[config.mk]
export PLATFORM = sky130hd
export DESIGN_NAME = e6_trace_monitor
export DESIGN_NICKNAME = d
export VERILOG_FILES = /design/src/rtl/e6_trace_monitor.sv
export SDC_FILE = /design/constraint.sdc
export NUM_CORES = 1
export LEC_CHECK = 0
export CORE_ASPECT_RATIO = 1.2
export CORE_UTILIZATION = 52
export DETAILED_ROUTE_END_ITERATION = 10
export PLACE_DENSITY = 0.81
export SLEW_MARGIN = 30
export SYNTH_ARGS = -nofsm -noshare
export SYNTH_HDL_FRONTEND = slang
export SYNTH_SLANG_ARGS = --single-unit
[constraint.sdc]
create_clock -name clk -period 4.3 [get_ports clk]
set_input_delay 0.86 -clock clk [delete_from_list [all_inputs] [get_ports clk]]
set_output_delay 0.86 -clock clk [all_outputs]
set_load 0.05 [all_outputs]
[src/rtl/e6_trace_monitor.sv]
// e6_trace_monitor: decodes each valid 20-bit e6 output word back into the
//   state transition that produced it. It tracks the controller's state,
//   flags illegal words, and keeps saturating transition and error counters.
// Latency: 1 cycle from a sampled word to state_est, counters and err_pulse.
//   locked is decoded combinationally from the state register.
// Backpressure: none. A valid word is accepted on every cycle.
//
// Ports:
//   clk        rising-edge clock
//   rst        synchronous, active-high reset. Returns the monitor to s1.
//   y_in       e6 output word; bit k-1 carries yk
//   y_valid    y_in carries one controller step this cycle
//   err_clr    clears err_sticky and err_cnt
//   state_est  tracked state: 1..11 = s1..s11, 0 = LOST
//   locked     state_est != LOST
//   err_pulse  one-cycle strobe on an illegal word
//   err_sticky latched error flag
//   trans_cnt  saturating count of accepted state-changing words
//   err_cnt    saturating count of illegal words
module e6_trace_monitor #(
  parameter int CNT_W = 16
) (
  input  logic             clk,
  input  logic             rst,
  input  logic [19:0]      y_in,
  input  logic             y_valid,
  input  logic             err_clr,
  output logic [3:0]       state_est,
  output logic             locked,
  output logic             err_pulse,
  output logic             err_sticky,
  output logic [CNT_W-1:0] trans_cnt,
  output logic [CNT_W-1:0] err_cnt
);

  typedef enum logic [3:0] {
    ST_LOST = 4'd0,
    ST_S1   = 4'd1,
    ST_S2   = 4'd2,
    ST_S3   = 4'd3,
    ST_S4   = 4'd4,
    ST_S5   = 4'd5,
    ST_S6   = 4'd6,
    ST_S7   = 4'd7,
    ST_S8   = 4'd8,
    ST_S9   = 4'd9,
    ST_S10  = 4'd10,
    ST_S11  = 4'd11
  } state_e;

  typedef enum logic [4:0] {
    PAT_A, PAT_B, PAT_C, PAT_D, PAT_E, PAT_F, PAT_G, PAT_H, PAT_I,
    PAT_J, PAT_K, PAT_L, PAT_M, PAT_N, PAT_O, PAT_P, PAT_Q,
    PAT_Z, PAT_UNK
  } pat_e;

  // Exact output words, bit k-1 = yk. Every bit not listed must be 0.
  localparam logic [19:0] W_A = 20'h40000; // y19
  localparam logic [19:0] W_B = 20'h08000; // y16
  localparam logic [19:0] W_C = 20'h00181; // y1 y8 y9
  localparam logic [19:0] W_D = 20'h00007; // y1 y2 y3
  localparam logic [19:0] W_E = 20'h00803; // y1 y2 y12
  localparam logic [19:0] W_F = 20'h00C01; // y1 y11 y12
  localparam logic [19:0] W_G = 20'h04140; // y7 y9 y15
  localparam logic [19:0] W_H = 20'h06101; // y1 y9 y14 y15
  localparam logic [19:0] W_I = 20'h00A02; // y2 y10 y12
  localparam logic [19:0] W_J = 20'h00E00; // y10 y11 y12
  localparam logic [19:0] W_K = 20'h10180; // y8 y9 y17
  localparam logic [19:0] W_L = 20'h00010; // y5
  localparam logic [19:0] W_M = 20'h80000; // y20
  localparam logic [19:0] W_N = 20'h00020; // y6
  localparam logic [19:0] W_O = 20'h01000; // y13
  localparam logic [19:0] W_P = 20'h00008; // y4
  localparam logic [19:0] W_Q = 20'h20000; // y18
  localparam logic [19:0] W_Z = 20'h00000;

  state_e          state_q, state_d;
  logic            pulse_q, pulse_d;
  logic            sticky_q, sticky_d;
  logic [CNT_W-1:0] trans_q, trans_d;
  logic [CNT_W-1:0] errc_q, errc_d;

  pat_e pat;
  logic pat_moves;

  // Counter increment that holds at the all-ones value instead of wrapping.
  function automatic logic [CNT_W-1:0] sat_inc(input logic [CNT_W-1:0] v);
    return (v == {CNT_W{1'b1}}) ? v : v + CNT_W'(1);
  endfunction

  // State the controller enters after emitting a given pattern.
  function automatic state_e pat_next(input pat_e p);
    state_e s;
    s = ST_LOST;
    case (p)
      PAT_A, PAT_B:        s = ST_S2;
      PAT_C:               s = ST_S3;
      PAT_D:               s = ST_S4;
      PAT_E, PAT_F:        s = ST_S5;
      PAT_G, PAT_H:        s = ST_S6;
      PAT_I, PAT_J:        s = ST_S7;
      PAT_K:               s = ST_S8;
      PAT_L:               s = ST_S9;
      PAT_M, PAT_N, PAT_O: s = ST_S10;
      PAT_P:               s = ST_S11;
      PAT_Q:               s = ST_S1;
      default:             s = ST_LOST;
    endcase
    return s;
  endfunction

  // Words the controller can legally emit from each tracked state.
  // s1, s2, s9, s10 and s11 always move, so Z is illegal there.
  function automatic logic pat_legal(input state_e s, input pat_e p);
    logic ok;
    ok = 1'b0;
    case (s)
      ST_S1:  ok = p inside {PAT_A, PAT_B, PAT_C, PAT_D, PAT_E, PAT_G, PAT_I};
      ST_S2:  ok = (p == PAT_K);
      ST_S3:  ok = p inside {PAT_L, PAT_F, PAT_M, PAT_J, PAT_Z};
      ST_S4:  ok = p inside {PAT_P, PAT_Z};
      ST_S5:  ok = p inside {PAT_N, PAT_Z};
      ST_S6:  ok = p inside {PAT_B, PAT_Z};
      ST_S7:  ok = p inside {PAT_H, PAT_O, PAT_Z};
      ST_S8:  ok = p inside {PAT_Q, PAT_Z};
      ST_S9:  ok = p inside {PAT_A, PAT_C, PAT_E, PAT_G, PAT_I};
      ST_S10: ok = (p == PAT_B);
      ST_S11: ok = p inside {PAT_A, PAT_C, PAT_G, PAT_I};
      default: ok = 1'b0;
    endcase
    return ok;
  endfunction

  // Exact-match pattern decode.
  always_comb begin
    pat = PAT_UNK;
    case (y_in)
      W_A: pat = PAT_A;
      W_B: pat = PAT_B;
      W_C: pat = PAT_C;
      W_D: pat = PAT_D;
      W_E: pat = PAT_E;
      W_F: pat = PAT_F;
      W_G: pat = PAT_G;
      W_H: pat = PAT_H;
      W_I: pat = PAT_I;
      W_J: pat = PAT_J;
      W_K: pat = PAT_K;
      W_L: pat = PAT_L;
      W_M: pat = PAT_M;
      W_N: pat = PAT_N;
      W_O: pat = PAT_O;
      W_P: pat = PAT_P;
      W_Q: pat = PAT_Q;
      W_Z: pat = PAT_Z;
      default: pat = PAT_UNK;
    endcase
  end

  // A known, non-dwell pattern changes the state.
  assign pat_moves = (pat != PAT_UNK) && (pat != PAT_Z);

  // Next-state and counter logic.
  always_comb begin
    state_d  = state_q;
    trans_d  = trans_q;
    errc_d   = errc_q;
    sticky_d = sticky_q;
    pulse_d  = 1'b0;

    // The clear is applied first so that an illegal word in the same cycle
    // re-sets the flag and restarts the error count at 1.
    if (err_clr) begin
      sticky_d = 1'b0;
      errc_d   = '0;
    end

    if (y_valid) begin
      if (state_q == ST_LOST) begin
        // Resync: any moving pattern identifies the next state directly.
        // Z and unknown words carry no state information here.
        if (pat_moves) begin
          state_d = pat_next(pat);
          trans_d = sat_inc(trans_q);
        end
      end else if (pat_legal(state_q, pat)) begin
        if (pat_moves) begin
          state_d = pat_next(pat);
          trans_d = sat_inc(trans_q);
        end
      end else begin
        pulse_d  = 1'b1;
        sticky_d = 1'b1;
        errc_d   = sat_inc(errc_d);
        state_d  = ST_LOST;
      end
    end
  end

  always_ff @(posedge clk) begin
    if (rst) begin
      state_q  <= ST_S1;
      pulse_q  <= 1'b0;
      sticky_q <= 1'b0;
      trans_q  <= '0;
      errc_q   <= '0;
    end else begin
      state_q  <= state_d;
      pulse_q  <= pulse_d;
      sticky_q <= sticky_d;
      trans_q  <= trans_d;
      errc_q   <= errc_d;
    end
  end

  assign state_est  = state_q;
  assign locked     = (state_q != ST_LOST);
  assign err_pulse  = pulse_q;
  assign err_sticky = sticky_q;
  assign trans_cnt  = trans_q;
  assign err_cnt    = errc_q;

endmodule

==> impl_metrics.json, run 1 <==
{
  "grt_max_degree": 31,
  "worstMarginPinSlew_ns": 0.546,
  "cts_tree": "yes",
  "rr_endpoint": "trans_cnt[0]",
  "hp-start": "err_sticky",
  "root_buffer": "clkbuf_8",
  "ys.flops": 38,
  "ir_drop_v": 0.000204,
  "final-setup-viol-count": 0,
  "synth.most_common_cell": "dfxtp_1",
  "post_cts_resized": 1,
  "power_density_nw_per_um2": 191,
  "synth_cell_types": 66,
  "r2r_start": "trans_cnt[4]",
  "drive_gt1_frac": 0.232,
  "netlist_area_um2": 3070,
  "pwr-share-seq": 0.406,
  "final-hold-violation-count": 0,
  "switching_power_uw": 226,
  "status": "finished clean",
  "critPathCapture": "err_cnt[9]",
  "topCellsByArea": "dfxtp_1, or4_1, a21oi_1",
  "holdPathStages": 2,
  "htreeDepth": 2,
  "fin_area_um2": 4600,
  "synth_nets": 437,
  "period_needed_ns": 4.19,
  "drv_cap": 0
}
[run 1: worst max-delay path: stages]
cell	delay, ns
clkdlybuf4s50_1	0.48
or4_4	0.59
or4_1	0.43
o22ai_2	0.24
nor4_2	0.09
buf_4	0.16
nand2_1	0.08
a2111oi_2	0.04
buf_4	0.14
nor3b_2	0.19
buf_4	0.16
a21oi_2	0.06
buf_12	0.16
or4_1	0.55
a21oi_2	0.17
[run 1: layout make-up]
cell class,instances,area share
inverter,12,0.00979
multi-input combinational,337,0.487
tap,80,0.0217
sequential,38,0.165
clock inverter,3,0.0149
timing repair buffer,149,0.286
clock buffer,5,0.0149
[run 1: per-stage QoR]
stage	setup TNS, ns	total power, uW
finish	0	881
global route	-0.0239	907
CTS	0	877
detailed placement	-5.71	509
global placement	-4.42	506
floorplan	0	431
[run 1: power by group through the flow]
stage	Clock, uW	Combinational [uW]	Sequential, uW
after floorplan	0	55.1	376
after global placement	0	140	366
after detailed placement	0	143	366
after CTS	375	144	358
after global routing	390	159	358
final	374	149	358
[run 1: per-layer routing]
metal,up-vias,global-route usage,share of wire
li1,1870,-,-
met1,1830,0.396,0.40
met2,166,0.610,0.52
met3,21,0.0570,0.062
met4,0,0.121,0.023
met5,-,0,0
[run 1: kinds of logic after synthesis]
group | count (synthesis) | synth area share
AOI/OAI and AO/OA | 107 | 0.232
and+or+nand+nor | 221 | 0.439
xor gates and xnor gates | 3 | 0.00855
muxes | 1 | 0.00326
adders and majority gates | 5 | 0.0204
DFF | 38 | 0.248
buffers and inverters | 33 | 0.0489
[run 1: sequential cells by signal (all words and copies together) (netlist names)]
name / count
state_est: 4
err_cnt: 16
trans_cnt: 16
err_sticky: 1
err_pulse: 1
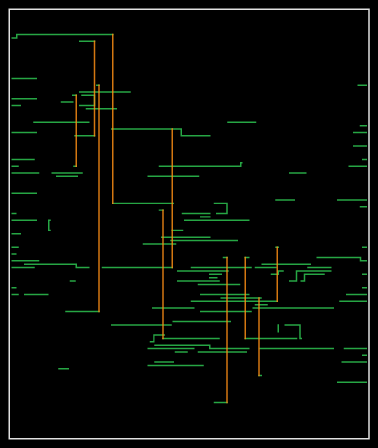
Figure 1: run 1, metal layers overlaid.
Two of the layers only.
| colour | layer | wire length |
|---|---|---|
| green | M3 | 644 um |
| orange | M4 | 239 um |
total track usage: 0.337
Vias: 3887
drt wl/cell: 16.6 um

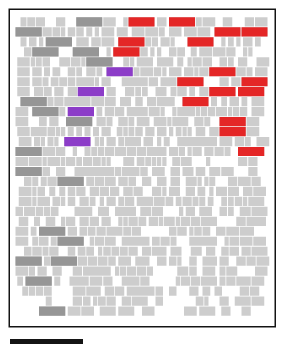
Figure 2: run 1, sequential cells grouped by signal name.
Bar = 20 um. Other sequential cells in the stronger grey, the rest of the logic in the fainter grey.
| colour | netlist name | sequential cells |
|---|---|---|
| red | trans_cnt | 16 |
| purple | state_est | 4 |
not coloured: 18
register share of the cell area: 0.165
register area: 761 um^2
Core Util, Final: 0.812

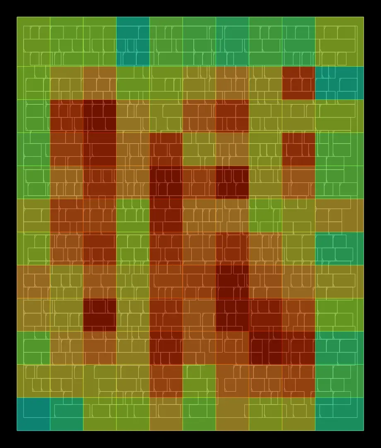
Figure 3: run 1, routing congestion map.
GRT busiest layer: met2
met3 usage: 0.0570

Figure 4. Selected gate families (run 1).
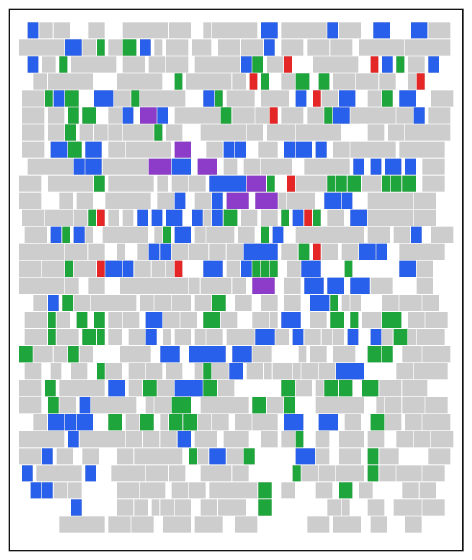

==> run 2, diff against run 1 <==
--- a/config.mk
+++ b/config.mk
@@ -6,6 +6,7 @@
 export NUM_CORES = 1
 export LEC_CHECK = 0
 export CORE_ASPECT_RATIO = 1.2
+export CORE_MARGIN = 3
 export CORE_UTILIZATION = 52
 export DETAILED_ROUTE_END_ITERATION = 10
 export PLACE_DENSITY = 0.81
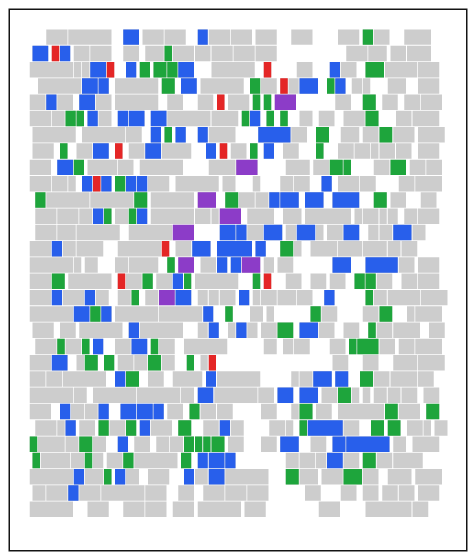
Figure 5: run 2, selected gate families.
| colour | family | cells |
|---|---|---|
| purple | non-inverting ao/oa cells | 8 |
| blue | aoi and oai cells | 99 |
| green | nand cells | 87 |
| red | inv cells | 12 |
highest-count logic cell in the final layout: buf_4
combinational share of cell area: 0.494

==> impl_metrics.json, run 2 <==
{
  "pwr-share-seq": 0.483,
  "netlist_area_um2": 3070,
  "simple_gate_area_frac": 0.439,
  "drv_cap": 0,
  "ys_sh_xor": 0.00855,
  "synthAdderAreaFrac": 0.0204,
  "ys.flops": 38,
  "final-setup-viol-count": 0,
  "status": "finished clean",
  "root_buffer": "clkbuf_8",
  "cpMostUsedCell": "or4_1",
  "final-hold-violation-count": 0,
  "htreeDepth": 2,
  "topCellsByArea": "dfxtp_1, or4_1, a21oi_1",
  "drive_gt1_frac": 0.232,
  "aoi_share": 0.232,
  "topCombFamilyByArea": "simple AND/OR/NAND/NOR gates",
  "power_density_nw_per_um2": 162,
  "worstMarginPinSlew_ns": 0.537,
  "cp_slowest_cell": "or4_4",
  "switching_power_uw": 205,
  "vias": 3956,
  "synth_cell_types": 66,
  "crit_path_max_incr_delay_ns": 0.64,
  "finalPower_uw": 741,
  "grt_max_degree": 31,
  "period_needed_ns": 4.26,
  "ys_sh_mux": 0.00326,
  "post_cts_resized": 0,
  "crit_buf_inv": 2,
  "critPathTopFamily": "simple AND/OR/NAND/NOR gates"
}
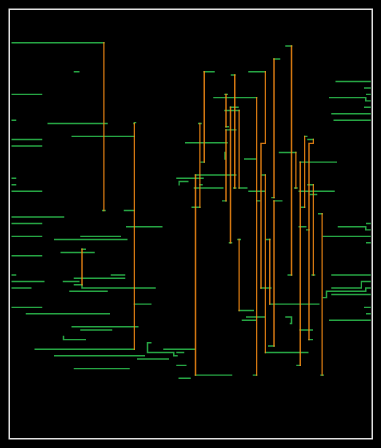
Figure 6: run 2, metal layers overlaid.
Two of the layers only.
| colour | layer | wire length |
|---|---|---|
| green | M3 | 576 um |
| orange | M4 | 700 um |
total track usage: 0.306
total wire length: 10800 um

==> run 2: cell count changes in the layout (fill, tap and decap cells not counted), sizes merged <==
cell	before	now
bufinv	2	0
clkbuf	5	7
buf	87	88
clkdlybuf4s50	55	54
clkinv	1	0
dlymetal6s2s	7	8
==> run 2: through the flow <==
stage / hold WS, ns / area (um^2) / setup TNS (ns) / utilization
after floorplan: 0.695 / 3070 / 0 / -
after global placement: 0.461 / 4360 / -5.78 / 0.764
after detailed placement: 0.470 / 4360 / -6.92 / 0.764
after CTS: 0.483 / 4440 / -0.0541 / 0.777
after global routing: 0.512 / 4560 / -0.0111 / 0.800
final: 0.480 / 4560 / 0 / 0.800
==> run 2: path summary, 6_finish.rpt <==
kind / start / endpoint / slack (ns) / cells past startpoint
min reg2reg: err_sticky / err_sticky / 0.48 / 2
min: err_sticky / err_sticky / 0.48 / 2
max reg2reg: trans_cnt[4] / trans_cnt[0] / 1.53 / 12
max: y_in[1] / err_cnt[8] / 0.04 / 12
==> run 2: area by class of cell <==
| class | count | share of cell area |
|---|---|---|
| Clock buffer | 7 | 0.0167 |
| Inverter | 12 | 0.00987 |
| Multi-Input combinational cell | 337 | 0.494 |
| Sequential cell | 38 | 0.167 |
| Tap cell | 80 | 0.0219 |
| Timing Repair Buffer | 150 | 0.291 |
==> run 2: routing by layer <==
| metal | track usage | vias up | part of all wire |
|---|---|---|---|
| li1 | - | 1875 | - |
| met5 | 0 | - | 0 |
| met4 | 0.195 | 0 | 0.065 |
| met1 | 0.320 | 1855 | 0.37 |
| met3 | 0.0451 | 57 | 0.053 |
| met2 | 0.564 | 169 | 0.51 |
==> run 2: power by group through the flow <==
stage	Clock, uW	Sequential, uW	Combinational [uW]
floorplan	0	376	55.1
global placement	0	366	142
detailed placement	0	366	144
CTS	235	358	145
global route	248	358	160
finish	232	358	150
Power is estimated from default activity; no workload was simulated.
